**config.mk**
```make
export PLATFORM = sky130hd
export DESIGN_NAME = seq_divider
export DESIGN_NICKNAME = d
export VERILOG_FILES = /design/src/rtl/seq_divider.sv
export SDC_FILE = /design/constraint.sdc
export NUM_CORES = 1
export LEC_CHECK = 0
export CAP_MARGIN = 5
export CORE_MARGIN = 1
export CORE_UTILIZATION = 57
export CTS_CLUSTER_DIAMETER = 100
export DETAILED_ROUTE_END_ITERATION = 12
export PLACE_DENSITY = 0.86
export SYNTH_ARGS = -nofsm -noshare
export SYNTH_HDL_FRONTEND = slang
export SYNTH_SLANG_ARGS = --single-unit
export TNS_END_PERCENT = 20
```
**constraint.sdc**
```tcl
create_clock -name clk -period 8.36 [get_ports clk]
set_input_delay 2.09 -clock clk [delete_from_list [all_inputs] [get_ports clk]]
set_output_delay 2.09 -clock clk [all_outputs]
set_load 0.1 [all_outputs]
```
**src/rtl/seq_divider.sv**
```systemverilog
`default_nettype none
// ============================================================================
// Module      : seq_divider
// Description : Multi-cycle signed divider, one restoring step per clock;
//               flags divide-by-zero and signed overflow.
// Revision    : 1.0 - initial release
// ============================================================================
module seq_divider #(
    parameter int WIDTH = 32,
    parameter int CNT_W = 6
) (
    input  logic             clk,
    input  logic             rst,
    input  logic             start,
    input  logic [WIDTH-1:0] x,
    input  logic [WIDTH-1:0] y,
    output logic [WIDTH-1:0] result,
    output logic [WIDTH-1:0] remainder,
    output logic             overflow,
    output logic             div_by_zero,
    output logic             busy,
    output logic             done
);

    typedef enum logic [1:0] {
        IDLE   = 2'd0,
        DIVIDE = 2'd1,
        SIGN   = 2'd2
    } state_t;

    localparam logic [WIDTH-1:0] c_most_neg  = {1'b1, {(WIDTH-1){1'b0}}};
    localparam logic [CNT_W-1:0] c_width_cnt = CNT_W'(WIDTH);

    state_t           r_state;
    logic [CNT_W-1:0] r_cnt;
    logic [WIDTH-1:0] r_rem;
    logic [WIDTH-1:0] r_quo;
    logic [WIDTH-1:0] r_dvs;
    logic             r_sign_q;
    logic             r_sign_r;
    logic             r_dbz;
    logic             r_ovf;

    logic [WIDTH-1:0] w_abs_x;
    logic [WIDTH-1:0] w_abs_y;
    logic [WIDTH:0]   w_shift;
    logic             w_fit;
    logic [WIDTH-1:0] w_rem_next;

    // Magnitudes are unsigned, so |most-negative| = 2^(WIDTH-1) is exact.
    assign w_abs_x = x[WIDTH-1] ? (~x + 1'b1) : x;
    assign w_abs_y = y[WIDTH-1] ? (~y + 1'b1) : y;

    // The shifted partial remainder needs one extra bit before the compare;
    // after a successful subtract the true value always fits in WIDTH bits.
    assign w_shift    = {r_rem, r_quo[WIDTH-1]};
    assign w_fit      = (w_shift >= {1'b0, r_dvs});
    assign w_rem_next = w_fit ? (w_shift[WIDTH-1:0] - r_dvs) : w_shift[WIDTH-1:0];

    always_ff @(posedge clk or posedge rst) begin
        if (rst) begin
            r_state     <= IDLE;
            r_cnt       <= '0;
            r_rem       <= '0;
            r_quo       <= '0;
            r_dvs       <= '0;
            r_sign_q    <= 1'b0;
            r_sign_r    <= 1'b0;
            r_dbz       <= 1'b0;
            r_ovf       <= 1'b0;
            result      <= '0;
            remainder   <= '0;
            overflow    <= 1'b0;
            div_by_zero <= 1'b0;
            busy        <= 1'b0;
            done        <= 1'b0;
        end else begin
            case (r_state)
                IDLE: begin
                    done <= 1'b0;
                    if (start) begin
                        busy     <= 1'b1;
                        r_sign_q <= x[WIDTH-1] ^ y[WIDTH-1];
                        r_sign_r <= x[WIDTH-1];
                        r_ovf    <= (x == c_most_neg) && (y == {WIDTH{1'b1}});
                        r_rem    <= '0;
                        if (y == '0) begin
                            // Keep the raw dividend; it is returned as the remainder.
                            r_dbz   <= 1'b1;
                            r_quo   <= x;
                            r_dvs   <= '0;
                            r_cnt   <= '0;
                            r_state <= SIGN;
                        end else begin
                            r_dbz   <= 1'b0;
                            r_quo   <= w_abs_x;
                            r_dvs   <= w_abs_y;
                            r_cnt   <= c_width_cnt;
                            r_state <= DIVIDE;
                        end
                    end
                end

                DIVIDE: begin
                    r_rem <= w_rem_next;
                    r_quo <= {r_quo[WIDTH-2:0], w_fit};
                    r_cnt <= r_cnt - 1'b1;
                    if (r_cnt == CNT_W'(1)) begin
                        r_state <= SIGN;
                    end
                end

                SIGN: begin
                    if (r_dbz) begin
                        result      <= '0;
                        remainder   <= r_quo;
                        div_by_zero <= 1'b1;
                        overflow    <= 1'b1;
                    end else begin
                        // The overflow case wraps naturally to the most-negative value.
                        result      <= r_sign_q ? (~r_quo + 1'b1) : r_quo;
                        remainder   <= r_sign_r ? (~r_rem + 1'b1) : r_rem;
                        div_by_zero <= 1'b0;
                        overflow    <= r_ovf;
                    end
                    done    <= 1'b1;
                    busy    <= 1'b0;
                    r_state <= IDLE;
                end

                default: begin
                    r_state <= IDLE;
                end
            endcase
        end
    end

endmodule
`default_nettype wire

```
==> Changelog: implementation, run 1 <==
## Flow update

* Status: finished, final reports clean
* Met3 global-route usage at 4.67%
* Hold Crit Start: r_dvs[10]
* Kind of end point of the critical path: register
* Final Hold Slack at 479 ps
* Post-layout instance count excluding filler cells at 1697
* Count of routing violations after the opening detailed-route iteration at 1035
* CTS root buf: clkbuf_16
* Crit path max-delay family: simple AND/OR/NAND/NOR gates
* Most common logic cell in the routed design: nand2_1
* Global-route wire length before repair at 48.0 mm
* Leftover overflow at the end of global routing at 0
* Worst ir drop on vdd at 0.000152 V
* Hold Path Class: register to register
* Number of tapcells at 265
* Yosys cell count at 1338
* Post-layout power at 3.71 mW
* Leading cell type by number of instances after synthesis: nand2_1
* Slew HR at 24.7%
* Sequential area share after synthesis at 38.4%
* Cells resized by post-CTS repair at 0
* Pin slew with the least headroom to its limit at 1120 ps
* Cell breakdown of the critical path: clkdlybuf4s50_1 -> or4_4 -> or4_1 -> or2_4 -> or3_1 -> nor3_4 -> nor2b_2 -> nor2b_1 -> xnor2_1 -> o21ai_0
* GR Util met1 at 40.0%
* Clock-pin transition on the worst setup and hold timing paths at 70 ps
* Maximum number of pins on one net before global-route repair at 112
* Post-synth net total at 1445
* Unrepaired setup endpoints after global routing: false
* Total negative slack at 0 ps
* Antenna Violating Nets Remaining at 0
* Compound Share, Synth at 23.1%
* Yosys Chip Area at 0.0115 sq mm
* Fmax at 183 MHz
* Reg-to-reg critical path endpoint: r_rem[26]
* Worst Path Max Fanout at 30
* Worst Setup SP: y[7]
* Worst setup slack after layout at 2900 ps
* Antenna cell count at 0
* Area used by sequential logic in the layout at 0.00441 sq mm
* Leading cell types by count after synthesis: 197 x nand2_1, 188 x o21ai_0, 176 x dfrtp_1
* Startpoint types: primary input
* Unique cell types at 64
* Fill cell count at 1570
* Cell-internal power at 2.16 mW
* Synth top area cells: dfrtp_1 38%, xor2_1 8.6%, o21ai_0 8.2%
* Flip-flop and latch count after synthesis at 176
* Floorplan row count at 51
* Width of the die at 144 um
* Placed insts at 1666
* Final-layout clock-cell area share at 4.13%
* Boundary Pins at 135
* Area share, top type at 38.4%
* Sequential share of cell area at 32.7%
* Post-DP HPWL at 21.3 mm
* Post-layout util at 68.9%
* Biggest consumer: combinational logic
* Inverter count at 48
* Number of buffers added for setup after CTS at 0
* Total number of H-tree levels at 4
* Placeable Area at 0.0196 sq mm
* Post-synthesis instance total at 1338
* Worst endpoint data arrival time at 5730 ps
* Slowest cell on crit path: or4_4
* Minimum clock period after layout at 5460 ps
* Met2 track demand over resource at 48.6%
* Switching pwr at 1.56 mW
* Floorplan die area at 0.0207 sq mm
* Share of synthesized cell area in and, or, nand and nor gates at 17.0%
* Count of input and output buffers at 134
* Fraction of layout instances using a drive strength above 1 at 4.40%
* Stage-log warning count at 34
* Hold Crit Endpoint: r_dvs[10]
* Most instantiated flip-flop cell in the synthesis netlist: dfrtp_1
Figure 1. Clock routing (run 1).
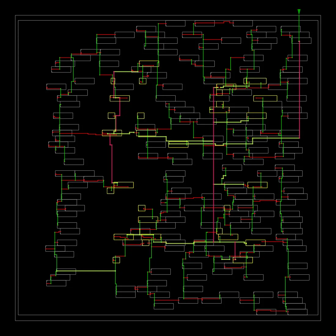
clk ins delay skew pair: 440 ps
Worst Clk Skew: 11.7 ps
count of clock buffers in the final design: 18

Figure 2. Signal metal coverage by tile (run 1).
29 x 29 tiles, from dark blue (low) to red (high), scaled to the fullest tile. Values are wire area over tile area, all layers added.
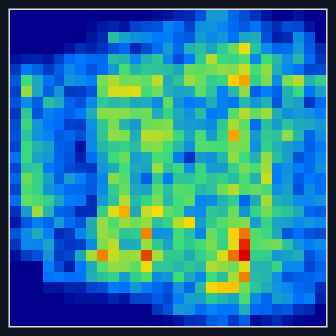
tiles over half the peak	20%
mean over tiles	0.23
fullest tile	0.71
total global-route track usage: 29.4%
Post-Route WL: 29.4 mm
mean routed wirelength per cell: 17.3 um
number of vias in the routed layout: 10400

Figure 3. Routed clock nets over the placement (run 1).
Bar = 50 um.
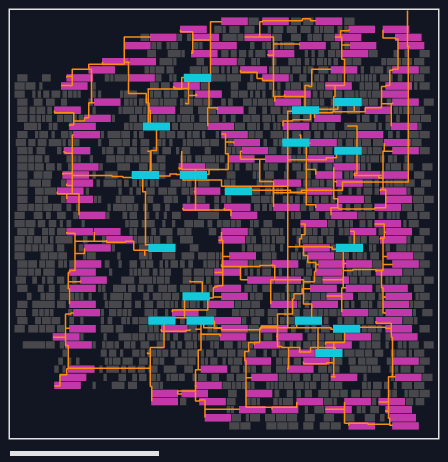
[orange] clock wires | length: 2070 um
[magenta] flip-flops | count: 176
[cyan] clock drivers | count: 17
flops lie	all over the die
reported clock group power: 771 uW
proportion of power drawn by the clock network: 20.8%

## Run 2: what changed since run 1
--- a/config.mk
+++ b/config.mk
@@ -7,10 +7,10 @@
 export LEC_CHECK = 0
 export CAP_MARGIN = 5
 export CORE_MARGIN = 1
-export CORE_UTILIZATION = 57
+export CORE_UTILIZATION = 52
 export CTS_CLUSTER_DIAMETER = 100
 export DETAILED_ROUTE_END_ITERATION = 12
-export PLACE_DENSITY = 0.86
+export PLACE_DENSITY = 0.83
 export SYNTH_ARGS = -nofsm -noshare
 export SYNTH_HDL_FRONTEND = slang
 export SYNTH_SLANG_ARGS = --single-unit
==> constraint.sdc (replaced) <==
create_clock -name clk -period 4.5 [get_ports clk]
set_input_delay 1.125 -clock clk [delete_from_list [all_inputs] [get_ports clk]]
set_output_delay 1.125 -clock clk [all_outputs]
set_load 0.1 [all_outputs]
Figure 4. Routed clock nets over the placement (run 2).
Bar = 50 um.
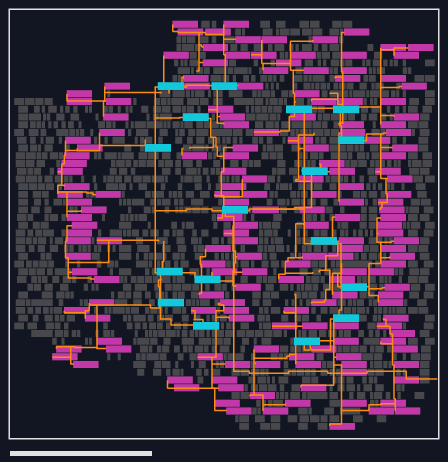
[orange] clock wires | length: 1980 um
[magenta] flip-flops | count: 176
[cyan] clock drivers | count: 17
routed clock nets	18
flops lie	all over the die
Worst Clk Skew: 9.93 ps
reported clock group power: 1.47 mW
proportion of power drawn by the clock network: 21.1%

==> run 2 against run 1 <==
Register-to-register slack got worse by 3600 ps. Final area rose by 1.2%. Non-clock buffer count rose by 10. Critical path depth did not move. Global-route usage fell by 2.6 points. Critical path type unchanged. Largest cell class unchanged. Largest power group unchanged.
==> Changelog: implementation, run 2 <==
## Flow update

* Flip-flop and latch count after synthesis at 176 (unchanged)
* Worst ir drop on vdd at 0.000277 V (+82%)
* Share of synthesized cell area in and, or, nand and nor gates at 17.0% (unchanged)
* CTS root buf: clkbuf_16
* Area used by sequential logic in the layout at 0.00441 sq mm (unchanged)
* Total global-route track usage at 26.8% (-2.6 points)
* Total number of H-tree levels at 4 (unchanged)
* Post-layout util at 64.0% (-4.9 points)
* Stage-log warning count at 28 (-18%)
* Cell-internal power at 4.05 mW (+88%)
* Reg-to-reg critical path endpoint: r_rem[23]
* Inverter count at 48 (unchanged)
* Fraction of layout instances using a drive strength above 1 at 5.20% (+0.80 points)
* Placed insts at 1686 (+1.2%)
* GR Util met1 at 37.5% (-2.5 points)
* Number of vias in the routed layout at 10400 (-0.087%)
* Worst endpoint data arrival time at 4280 ps (-1450 ps)
* Hold Crit Start: result[4]
* Post-layout instance count excluding filler cells at 1718 (+1.2%)
* Final-layout clock-cell area share at 4.30% (+0.17 points)
* Worst setup slack after layout at 509 ps (-2390 ps)
* Global-route wire length before repair at 47.9 mm (-0.13%)
* Maximum number of pins on one net before global-route repair at 60 (-46%)
* Cell breakdown of the critical path: clkdlybuf4s50_1 -> or4_4 -> or4_1 -> or2_4 -> or3_1 -> nor3_4 -> nor2b_2 -> o21ai_0 -> xor2_1 -> o21ai_0
* Final Hold Slack at 480 ps (+1.03 ps)
* Unique cell types at 64 (unchanged)
* Hold Crit Endpoint: result[4]
* Post-synthesis instance total at 1338 (unchanged)
* Yosys Chip Area at 0.0115 sq mm (unchanged)
* Top routing layer in use: met4
* Total negative slack at 0 ps (unchanged)
* Count of input and output buffers at 134 (unchanged)
* Status: finished, final reports clean
* Required time of the critical path at 4790 ps
* Area share, top type at 38.4% (unchanged)
* Leftover overflow at the end of global routing at 0 (unchanged)
* Leading cell type by number of instances after synthesis: nand2_1
* Number of tapcells at 275 (+3.8%)
* Count of clock buffers in the final design at 18 (unchanged)
* Cells resized by post-CTS repair at 0 (unchanged)
* Max_cap viols at 0
* Synth top area cells: dfrtp_1 38%, xor2_1 8.6%, o21ai_0 8.2%
* Crit path max-delay family: simple AND/OR/NAND/NOR gates
* Pin slew with the least headroom to its limit at 1110 ps (-11.5 ps)
* Switching pwr at 2.93 mW (+88%)
* Placeable Area at 0.0214 sq mm (+9.0%)
* Post-synth net total at 1445 (unchanged)
* Width of the die at 151 um (+4.6%)
* Most common logic cell in the routed design: nand2_1
* Slowest cell on crit path: or4_4
* Yosys cell count at 1338 (unchanged)
* Most instantiated flip-flop cell in the synthesis netlist: dfrtp_1
* Unrepaired setup endpoints after global routing: false
* Post-Route WL at 29.5 mm (+0.29%)
* Drt drc at 0
* Worst Setup SP: y[8]
* Biggest consumer: combinational logic
* Fill cell count at 1731 (+10%)
* Post-DP HPWL at 21.9 mm (+2.7%)
* Antenna Violating Nets Remaining at 0 (unchanged)
* Startpoint types: primary input
* Sequential area share after synthesis at 38.4% (unchanged)
* Synth-to-layout area growth at 19.1%
* Power density of the placed cells at 511 mW/mm^2
* Fmax at 251 MHz
* Leading cell types by count after synthesis: 197 x nand2_1, 188 x o21ai_0, 176 x dfrtp_1
* Area of the multi-input gates at 0.00660 sq mm
* Met3 global-route usage at 3.67% (-1.0 points)
* Worst Path Max Fanout at 30 (unchanged)
* Hold Path Class: register to register
* Routed length on met1 at 13.1 mm
* Core Density at Floorplan at 53.7%
* Sequential share of cell area at 32.3% (-0.40 points)
* Number of buffers added for setup after CTS at 0 (unchanged)
* Boundary Pins at 135 (unchanged)
* Kind of end point of the critical path: register
* Type of the worst setup path: primary input to register
* Minimum clock period after layout at 3990 ps
* Antenna cell count at 0 (unchanged)
* Floorplan row count at 53 (+3.9%)
* Clk ins delay skew pair at 440 ps (about the same)
* Count of routing violations after the opening detailed-route iteration at 815 (-21%)
* Post-layout power at 6.98 mW (+88%)
* Met2 track demand over resource at 42.5% (-6.1 points)
* Clock-pin transition on the worst setup and hold timing paths at 70 ps (about the same)
* Floorplan die area at 0.0227 sq mm (+9.5%)
* Mean routed wirelength per cell at 17.2 um (-0.94%)
* Slew HR at 25.5% (+0.77 points)
Power figures rest on the tool's default switching activity, not on a simulated workload.
